===== src/rtl/serial_adder_if.sv =====
// Handshake and operand/result bundle for the bit-serial adder.
// master = launching controller, slave = the adder itself.
interface serial_adder_if #(
  parameter int WIDTH = 8
);
  logic             start;
  logic [WIDTH-1:0] a;
  logic [WIDTH-1:0] b;
  logic             cin;
  logic             busy;
  logic             done;
  logic [WIDTH-1:0] sum;
  logic             cout;

  modport master (
    output start, a, b, cin,
    input  busy, done, sum, cout
  );

  modport slave (
    input  start, a, b, cin,
    output busy, done, sum, cout
  );
endinterface


===== src/rtl/serial_adder.sv =====
// Bit-serial ripple adder: one full-adder cell, LSB first, one bit per clock.
// Carry is kept in a flop between cycles; sum shifts in from the MSB.
module serial_adder #(
  parameter int WIDTH = 8
) (
  input  logic           clk,
  input  logic           rst,
  serial_adder_if.slave  bus
);

  localparam int             CW   = $clog2(WIDTH);
  localparam logic [CW-1:0]  LAST = CW'(WIDTH - 1);

  typedef enum logic [1:0] {
    IDLE = 2'd0,
    ADD  = 2'd1,
    DONE = 2'd2
  } state_t;

  state_t            state_q, state_d;
  logic [WIDTH-1:0]  a_q, a_d;
  logic [WIDTH-1:0]  b_q, b_d;
  logic [WIDTH-1:0]  sum_q, sum_d;
  logic              carry_q, carry_d;
  logic              cout_q, cout_d;
  logic [CW-1:0]     count_q, count_d;

  logic              s_bit;
  logic              c_next;

  assign s_bit  = a_q[0] ^ b_q[0] ^ carry_q;
  assign c_next = (a_q[0] & b_q[0]) | (a_q[0] & carry_q) | (b_q[0] & carry_q);

  always_comb begin
    state_d = state_q;
    a_d     = a_q;
    b_d     = b_q;
    sum_d   = sum_q;
    carry_d = carry_q;
    cout_d  = cout_q;
    count_d = count_q;

    case (state_q)
      IDLE: begin
        if (bus.start) begin
          a_d     = bus.a;
          b_d     = bus.b;
          carry_d = bus.cin;
          count_d = '0;
          state_d = ADD;
        end
      end

      ADD: begin
        sum_d   = {s_bit, sum_q[WIDTH-1:1]};
        carry_d = c_next;
        a_d     = a_q >> 1;
        b_d     = b_q >> 1;
        count_d = count_q + 1'b1;
        // Final bit: publish the carry-out and park the counter so it never wraps.
        if (count_q == LAST) begin
          cout_d  = c_next;
          count_d = '0;
          state_d = DONE;
        end
      end

      DONE: begin
        state_d = IDLE;
      end

      default: begin
        state_d = IDLE;
      end
    endcase
  end

  always_ff @(posedge clk) begin
    if (rst) begin
      state_q <= IDLE;
      a_q     <= '0;
      b_q     <= '0;
      sum_q   <= '0;
      carry_q <= 1'b0;
      cout_q  <= 1'b0;
      count_q <= '0;
    end else begin
      state_q <= state_d;
      a_q     <= a_d;
      b_q     <= b_d;
      sum_q   <= sum_d;
      carry_q <= carry_d;
      cout_q  <= cout_d;
      count_q <= count_d;
    end
  end

  assign bus.busy = (state_q == ADD);
  assign bus.done = (state_q == DONE);
  assign bus.sum  = sum_q;
  assign bus.cout = cout_q;

endmodule


===== src/flat_wrapper.sv =====
// flat-port wrapper written by rule: the top's interface ports become plain ports
module serial_adder_flat 
#(
  parameter int WIDTH = 8
)
  (clk, rst, bus_start, bus_a, bus_b, bus_cin, bus_busy, bus_done, bus_sum, bus_cout);
  serial_adder_if #(.WIDTH(WIDTH)) bus_i ();
  input  logic clk;
  input  logic rst;
  input wire logic [$bits(bus_i.start)-1:0] bus_start;
  input wire logic [$bits(bus_i.a)-1:0] bus_a;
  input wire logic [$bits(bus_i.b)-1:0] bus_b;
  input wire logic [$bits(bus_i.cin)-1:0] bus_cin;
  output wire logic [$bits(bus_i.busy)-1:0] bus_busy;
  output wire logic [$bits(bus_i.done)-1:0] bus_done;
  output wire logic [$bits(bus_i.sum)-1:0] bus_sum;
  output wire logic [$bits(bus_i.cout)-1:0] bus_cout;
  assign bus_i.start = bus_start;
  assign bus_i.a = bus_a;
  assign bus_i.b = bus_b;
  assign bus_i.cin = bus_cin;
  assign bus_busy = bus_i.busy;
  assign bus_done = bus_i.done;
  assign bus_sum = bus_i.sum;
  assign bus_cout = bus_i.cout;
  serial_adder #(.WIDTH(WIDTH)) u_core (.clk(clk), .rst(rst), .bus(bus_i));
endmodule

===== config.mk =====
export PLATFORM = sky130hd
export DESIGN_NAME = serial_adder_flat
export DESIGN_NICKNAME = d
export VERILOG_FILES = /design/src/rtl/serial_adder_if.sv /design/src/rtl/serial_adder.sv /design/src/flat_wrapper.sv
export SDC_FILE = /design/constraint.sdc
export NUM_CORES = 1
export LEC_CHECK = 0
export ABC_CLOCK_PERIOD_IN_PS = 1900
export CAP_MARGIN = 40
export CORE_MARGIN = 2
export CORE_UTILIZATION = 48
export DETAILED_ROUTE_END_ITERATION = 8
export PLACE_DENSITY_LB_ADDON = 0.25
export REMOVE_ABC_BUFFERS = 1
export SYNTH_ARGS = -nofsm -noshare
export SYNTH_HDL_FRONTEND = slang
export SYNTH_SLANG_ARGS = --single-unit
export TNS_END_PERCENT = 50

===== constraint.sdc =====
create_clock -name clk -period 1.9 [get_ports clk]
set_input_delay 0.38 -clock clk [delete_from_list [all_inputs] [get_ports clk]]
set_output_delay 0.38 -clock clk [all_outputs]
set_load 0.02 [all_outputs]

### Wiring heat map, run 1

Scale bar: 20 um. The die is cut into 12 by 12 equal tiles; dark blue is low, red is high, scaled to the fullest tile. Values are wire area over tile area, all layers added.
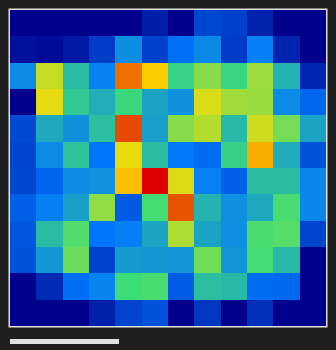
14% of the tiles are nearly empty. The mean over all tiles is 0.13. The fullest tile reaches 0.39. The densest ninth of the die: middle. 22% of the tiles are over half the peak.

### The metal 3 layer, run 1

Scale bar: 20 um.
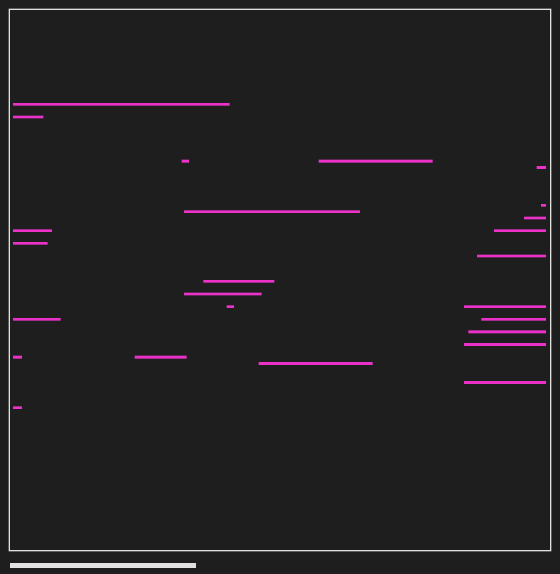
20 nets have wire on it. The layer carries 159 um of wire. The layer holds 6.0% of the routed length. The longest straight run is 23.0 um. The wires run mostly horizontal.

### Placement by cell class, run 1

Fill, decap, tap and diode cells in gray.
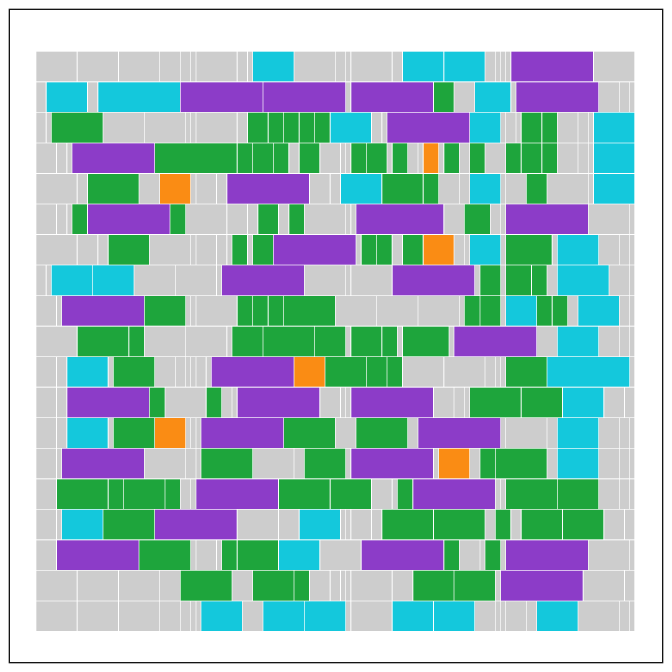
Key: cyan = other buffers and delay cells [cells 36, share of their area 21%]; orange = clock drivers and dummy loads [cells 6, share of their area 2.4%]; green = combinational and other logic [cells 99, share of their area 41%]; purple = flops [cells 31, share of their area 36%]

==> run_results.csv, run 1 <==
group,metric,value,unit
worst_setup_path,critPathMaxFanout,3,
final_timing,fmax,0.595,GHz
worst_setup_path,crit_type,"register to primary output",
worst_setup_path,cp.depth,1,
final_timing,skew,0.00527,ns
final_timing,fin_ws,0.220,ns
cts,cts_tree,"yes",
yosys,syn_avg_cell_area,9.96,um^2
drt,ant_nets,0,
floorplanning,die_width,58.1,um
grt,grt_use_total,18.7,%
yosys,ys_cells,141,
cts,ctsHoldBuffers,0,
drt,num_vias,1103,
drt,viasPerCell,5.43,
floorplanning,fp-utilization,50.9,%
cts,htree_num_levels,2,
run,tool_warnings,25,
yosys,synth_area,1400,um^2
worst_setup_path,cp-endpoint,"bus_sum[1]",
cts,path_clk_slew,0.09,ns
final_layout,fillers,232,
cts,clock_path_buffers,2,
yosys,yosys-top-cells-area,"dfxtp_1 (44%), a211oi_2 (13%), mux2i_1 (11%)",
floorplanning,core_area,2760,um^2
grt,grtUsageMet2,32.5,%
yosys,ys_sh_aoi,21.1,%
yosys,synth_seq_share,44.2,%
yosys,synthMuxAreaShare,11.4,%
worst_setup_path,start_kind,"register",
drt,wl_per_cell,13.0,um
yosys,synth.distinct_cells,27,
placed_design,hpwl,1900,um
floorplanning,ios,31,
worst_setup_path,worstReg2RegEnd,"u_core.b_q[2]$_SDFFE_PP0P_",
hold_path,hp-start,"u_core.bus.cout$_SDFFE_PP0P_",
floorplanning,die_y,58.1,um
pwr,p_total,1.26,mW
cts,cts_buffers,5,
grt,use_met3,7.37,%
final_layout,most-common-layout-cells,"dfxtp_1 (30), clkdlybuf4s50_1 (28), nor2_1 (22)",
yosys,xor_area_share,0,%
yosys,synth_cells,141,
pwr,p_per_area,710,nW/um^2
worst_setup_path,slowest_delay,0.62,ns
pwr,p_leak,0.691,nW
placed_design,place_ws,0.322,ns
drt,routed_wl,2630,um
final_layout,finish.net_count,196,
worst_setup_path,r2r_slack,0.44,ns
final_timing,period_needed,1.68,ns
yosys,synth_flops,31,
final_timing,maxSlewHeadroom,78.5,%
final_layout,diodes,0,
hold_path,hold-path-cell-count,2,
yosys,top_area_share,44.2,%
yosys,synth-adder-area-share,3.21,%
worst_setup_path,ff2ff_path_depth,5,
final_timing,tightest_slew,0.323,ns
worst_setup_path,path_delay_family,"buffers and inverters",
worst_setup_path,slowest_stage,"clkdlybuf4s50_1",
final_timing,setup_viol,0,
grt,grt-ovfl-total,0,
final_layout,area.growth.synth_to_final,26.8,%
drt,drt_first_pass_iters,4,
final_timing,rsz0062_at_grt,"no",
cts,ctsResizeCount,2,
final_layout,finalNonFillerCells,203,
grt,busiest_layer,"met2",
yosys,yosys_warnings,0,
cts,cts_sinks,31,
grt,grt_first_pass_wirelength,4670,um
run_status,status,"finished, final reports clean",
worst_setup_path,critical_path_required,1.52,ns
grt,antenna_found_initial,0,
worst_setup_path,cp_cell_sequence,"clkdlybuf4s50_1",
worst_setup_path,r2r_start,"u_core.state_q[0]$_SDFFE_PP0P_",
yosys,synth_area_leader_cell,"dfxtp_1",
grt,grt_pass1_vias,1082,
final_timing,finalSetupTns,0,ns
final_timing,whs,0.466,ns
final_timing,final_max_slew_viol_count,0,
worst_setup_path,worst_setup_path_end_kind,"primary output",
pwr,worst_ir_drop_vdd,0.521,mV
placed_design,place.gp.congestion,0.706,
yosys,yosys_area,1400,um^2
drt,drc,0,
worst_setup_path,path_buffers,1,
floorplanning,placementRows,19,
yosys,simple_gate_share,14.1,%
hold_path,min_path_type,"register to register",
run,maxCapViolations,0,
final_layout,final_common_cell,"dfxtp_1",
final_timing,timing.final.crit_share,88.4,%
drt,drtIter0Drc,24,
floorplanning,die-area,3370,um^2
grt,grt_use_met1,20.5,%
worst_setup_path,worstSetupStartpoint,"u_core.bus.sum[1]$_SDFFE_PP0P_",
final_timing,hold_viol_final,0,
cts,cts-root-buf,"clkbuf_4",
worst_setup_path,worst_ep_arrival_time,1.30,ns
cts,cts_setup_buffers,0,
hold_path,worstHoldEndpoint,"u_core.bus.cout$_SDFFE_PP0P_",
placed_design,io_buffers,30,
cts,clkLatencyLatePin,0.32,ns
placed_design,dp_cells,197,
yosys,top_logic_kind,"AND-OR/OR-AND gates",
final_layout,drive_gt1_share,18.0,%
grt,grt_max_degree,32,
-- run 1: flip-flops by register name, summed over array words and instances, names as in the netlist --
signal,flops
u_core.a_q,8
u_core.b_q,8
u_core.bus.sum,8
u_core.count_q,3
u_core.state_q,2
u_core.carry_q,1
u_core.bus.cout,1
-- run 1: metrics by stage --
stage	utilization, %	instance area, um^2
finish	64.6	1780
floorplan	-	1330
CTS	64.5	1780
global placement	63.0	1740
global route	64.6	1780
detailed placement	63.0	1740
-- run 1: cell type report --
cell class                 instances  area (um^2)  area share (%)
inverter                           2         7.51           0.422
multi-input combinational         97          699            39.3
tap                               31         38.8            2.18
clock buffer                       6         41.3            2.32
timing repair buffer              36          372            20.9
sequential                        31          622            34.9
-- run 1: power by group --
group | switching [mW] | total [mW] | internal, mW
Sequential | 0.0219 | 0.709 | 0.687
Clock | 0.198 | 0.329 | 0.131
Combinational | 0.108 | 0.226 | 0.118
-- run 1: Yosys cell counts --
cell / count
dfxtp_1: 31
nor2_1: 22
nand2_1: 17
mux2i_1: 16
a211oi_2: 15
a21oi_1: 11
buf_4: 5
a22oi_1: 2
buf_6: 2
clkbuf_1: 2
ha_1: 2
a22oi_2: 1
buf_1: 1
buf_2: 1
fa_1: 1
inv_1: 1
inv_2: 1
nand2b_1: 1
nand3_1: 1
nand3b_1: 1
nand4bb_1: 1
nor2b_1: 1
nor3_1: 1
nor4bb_1: 1
o21ai_0: 1
o21ba_2: 1
o21bai_2: 1
-- run 1: layer usage --
layer	up-vias	wire, um
li1	555	-
met1	515	1080
met2	27	1350
met3	6	158
met4	0	42
met5	-	0
### Metal 1, run 1

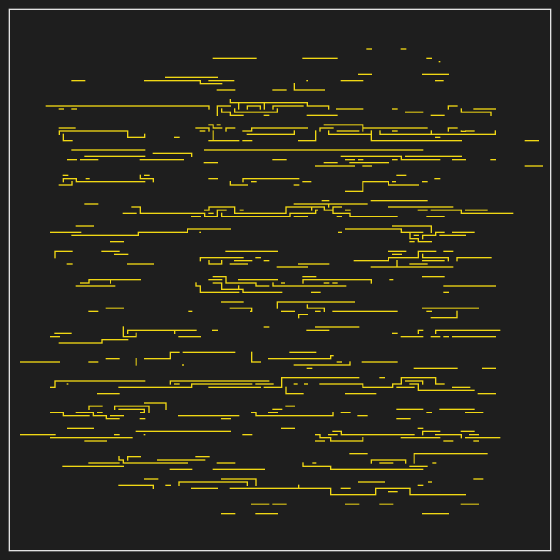

## Run 2: what changed since run 1
Settings changed: CAP_MARGIN 40 to not set, CORE_ASPECT_RATIO set to 1.4.
### Metal 1, run 2

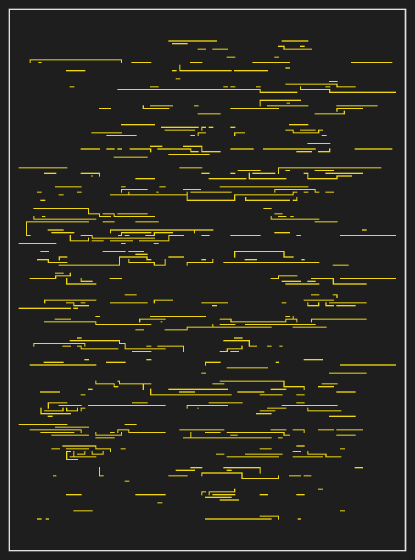
The wires run mostly horizontal. 177 nets have wire on it.

### Placement by cell class, run 2

Fill, decap, tap and diode cells in gray.
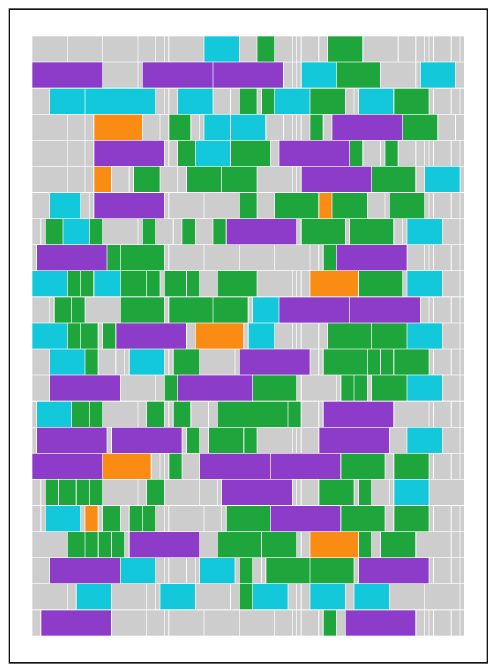
Key: green = combinational and other logic [cells 99, share of their area 40%]; purple = flops [cells 31, share of their area 35%]; cyan = other buffers and delay cells [cells 36, share of their area 20%]; orange = clock drivers and dummy loads [cells 8, share of their area 4.6%]

### Clock wiring as the flow saved it, run 2

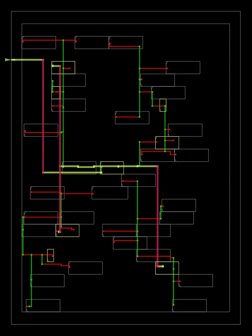
Seq cells: 31
CTS sink cnt: 31
worst skew pair latency: 0.28 ns
Clk. pwr: 484 uW

==> run 2 against run 1 <==
Compared with the run above:
- count of clock-buffer cells in the layout increased by 1
- global-route usage decreased by 0.088 points
- core utilization down 0.28 points
- cell area rose by 1.8%
- sequential share of layout area fell by 0.63 points
- die area grew 0.18%
- largest cell class unchanged
==> run_results.csv, run 2 <==
group,metric,value,unit
run_status,status,"finished, final reports clean",
floorplanning,die_width,49.7,um
final_timing,timing.final.crit_share,95.3,%
yosys,simple_gate_share,14.1,%
final_timing,skew,0.00411,ns
yosys,synth_flops,31,
cts,clock_path_buffers,2,
yosys,synth_area,1400,um^2
yosys,synth.distinct_cells,27,
final_timing,finalSetupTns,0,ns
pwr,p_per_area,782,nW/um^2
final_layout,most-common-layout-cells,"dfxtp_1 (30), clkdlybuf4s50_1 (29), nor2_1 (22)",
yosys,yosys_area,1400,um^2
worst_setup_path,critical_path_required,1.52,ns
pwr,p_total,1.42,mW
worst_setup_path,worst_ep_arrival_time,1.43,ns
final_timing,final_max_slew_viol_count,0,
yosys,synthMuxAreaShare,11.4,%
drt,ant_nets,0,
grt,grt-ovfl-total,0,
drt,wl_per_cell,13.3,um
floorplanning,die_y,68.0,um
placed_design,hpwl,1980,um
final_timing,period_needed,1.81,ns
final_timing,tightest_slew,0.316,ns
drt,drc,0,
yosys,ys_cells,141,
worst_setup_path,r2r_start,"u_core.state_q[0]$_SDFFE_PP0P_",
placed_design,place_ws,0.164,ns
yosys,synth_dominant_cell_count,"dfxtp_1",
yosys,synth_seq_share,44.2,%
final_timing,fmax,0.552,GHz
cts,htree_num_levels,2,
run,tool_warnings,25,
yosys,netlist_top_cells_count,"dfxtp_1 (31), nor2_1 (22), nand2_1 (17)",
floorplanning,die-area,3380,um^2
yosys,async_reset_ff_share,0,%
cts,cts-root-buf,"clkbuf_8",
floorplanning,fp-utilization,49.8,%
worst_setup_path,crit_type,"register to primary output",
placed_design,dp_cells,203,
yosys,top_area_share,44.2,%
final_layout,final_common_cell,"dfxtp_1",
cts,path_clk_slew,0.06,ns
placed_design,io_buffers,30,
floorplanning,ios,31,
yosys,synth-adder-area-share,3.21,%
worst_setup_path,cp_cell_sequence,"nor2b_1, clkdlybuf4s50_1",
grt,grt_use_total,18.6,%
placed_design,place_area,1730,um^2
drt,viasPerCell,5.26,
drt,drtIter0Drc,23,
final_timing,hold_viol_final,0,
cts,cts_setup_buffers,0,
final_layout,finalNonFillerCells,211,
final_layout,area.growth.synth_to_final,29.1,%
yosys,top_logic_kind,"AND-OR/OR-AND gates",
worst_setup_path,critPathMaxFanout,9,
drt,routed_wl,2820,um
floorplanning,placementRows,23,
placed_design,place.gp.congestion,0.757,
final_timing,fin_ws,0.0898,ns
cts,ctsResizeCount,2,
yosys,synth_cells,141,
cts,cts_tree,"yes",
yosys,ff_type,"dfxtp_1",
pwr,p_leak,0.685,nW
grt,antenna_found_initial,0,
grt,grt_first_pass_wirelength,4600,um
worst_setup_path,worst_setup_path_end_kind,"primary output",
final_layout,diodes,0,
final_layout,utilization,64.3,%
worst_setup_path,slowest_stage,"clkdlybuf4s50_1",
yosys,yosys-top-cells-area,"dfxtp_1 (44%), a211oi_2 (13%), mux2i_1 (11%)",
final_layout,fillers,259,
final_layout,flop_area,622,um^2
yosys,xor_area_share,0,%
final_timing,setup_viol,0,
final_layout,fin_area,1810,um^2
grt,grt_max_degree,32,
grt,grt_pass1_vias,1088,
yosys,synth_area_leader_cell,"dfxtp_1",
run,maxCapViolations,0,
worst_setup_path,worstSetupStartpoint,"u_core.state_q[1]$_SDFFE_PP0P_",
cts,cts_buffers,5,
hold_path,min_path_type,"register to register",
hold_path,hp-start,"u_core.bus.cout$_SDFFE_PP0P_",
drt,num_vias,1109,
final_layout,logic_area,699,um^2
final_layout,finish.net_count,196,
yosys,syn_avg_cell_area,9.96,um^2
cts,ctsHoldBuffers,0,
drt,drt_first_pass_iters,3,
yosys,ys_sh_aoi,21.1,%
final_timing,rsz0062_at_grt,"no",
floorplanning,core_area,2820,um^2
final_layout,drive_gt1_share,18.4,%
final_timing,maxSlewHeadroom,78.9,%
final_timing,whs,0.462,ns
yosys,edf_count,0,
worst_setup_path,slowest_delay,0.61,ns
pwr,worst_ir_drop_vdd,0.746,mV
yosys,yosys_warnings,0,
worst_setup_path,start_kind,"register",
==> run 2: cell counts after synthesis <==
Identical to the previous run, type by type.
==> run 2: per-layer routing <==
layer / GRT usage [%] / share of wire (%) / vias to the layer above
met5: 0 / 0 / -
met4: 14.6 / 2.9 / 0
met3: 3.93 / 3.7 / 7
met2: 34.7 / 55 / 23
met1: 17.7 / 39 / 528
li1: - / - / 551
==> run 2: layout make-up <==
type / count / share of cell area, %
well taps: 37 / 2.55
multi-input cells: 97 / 38.6
clock inverters: 1 / 0.276
inverters: 2 / 0.414
flip-flops and latches: 31 / 34.3
repair buffers: 36 / 19.7
clock buffers: 7 / 4.21
==> run 2: worst paths after layout <==
kind,end,slack (ns),depth (start not counted)
setup / recovery,bus_done,0.09,2
hold / removal,u_core.bus.cout$_SDFFE_PP0P_,0.46,2
setup reg to reg,u_core.b_q[2]$_SDFFE_PP0P_,0.38,5
hold reg to reg,u_core.bus.cout$_SDFFE_PP0P_,0.46,2
==> run 2: logic make-up after synthesis <==
family | after synthesis
AND-OR/OR-AND | 32
multiplexers | 16
AND/OR/NAND/NOR | 46
flip-flops | 31
adder cells (fa/ha/maj) | 3
buffers and inverters | 13
==> run 2: critical path: cells and delay by family, from the launching register on <==
family                 cells  cell delay [ns]
AND/OR/NAND/NOR            1             0.14
flip-flops                 1             0.40
buffers and inverters      1             0.61
==> run 2: power breakdown <==
group	switching (mW)	total, mW	internal (mW)
logic	0.108	0.223	0.115
clock network	0.228	0.484	0.256
registers	0.0228	0.711	0.688
Power figures rest on the tool's default switching activity, not on a simulated workload.
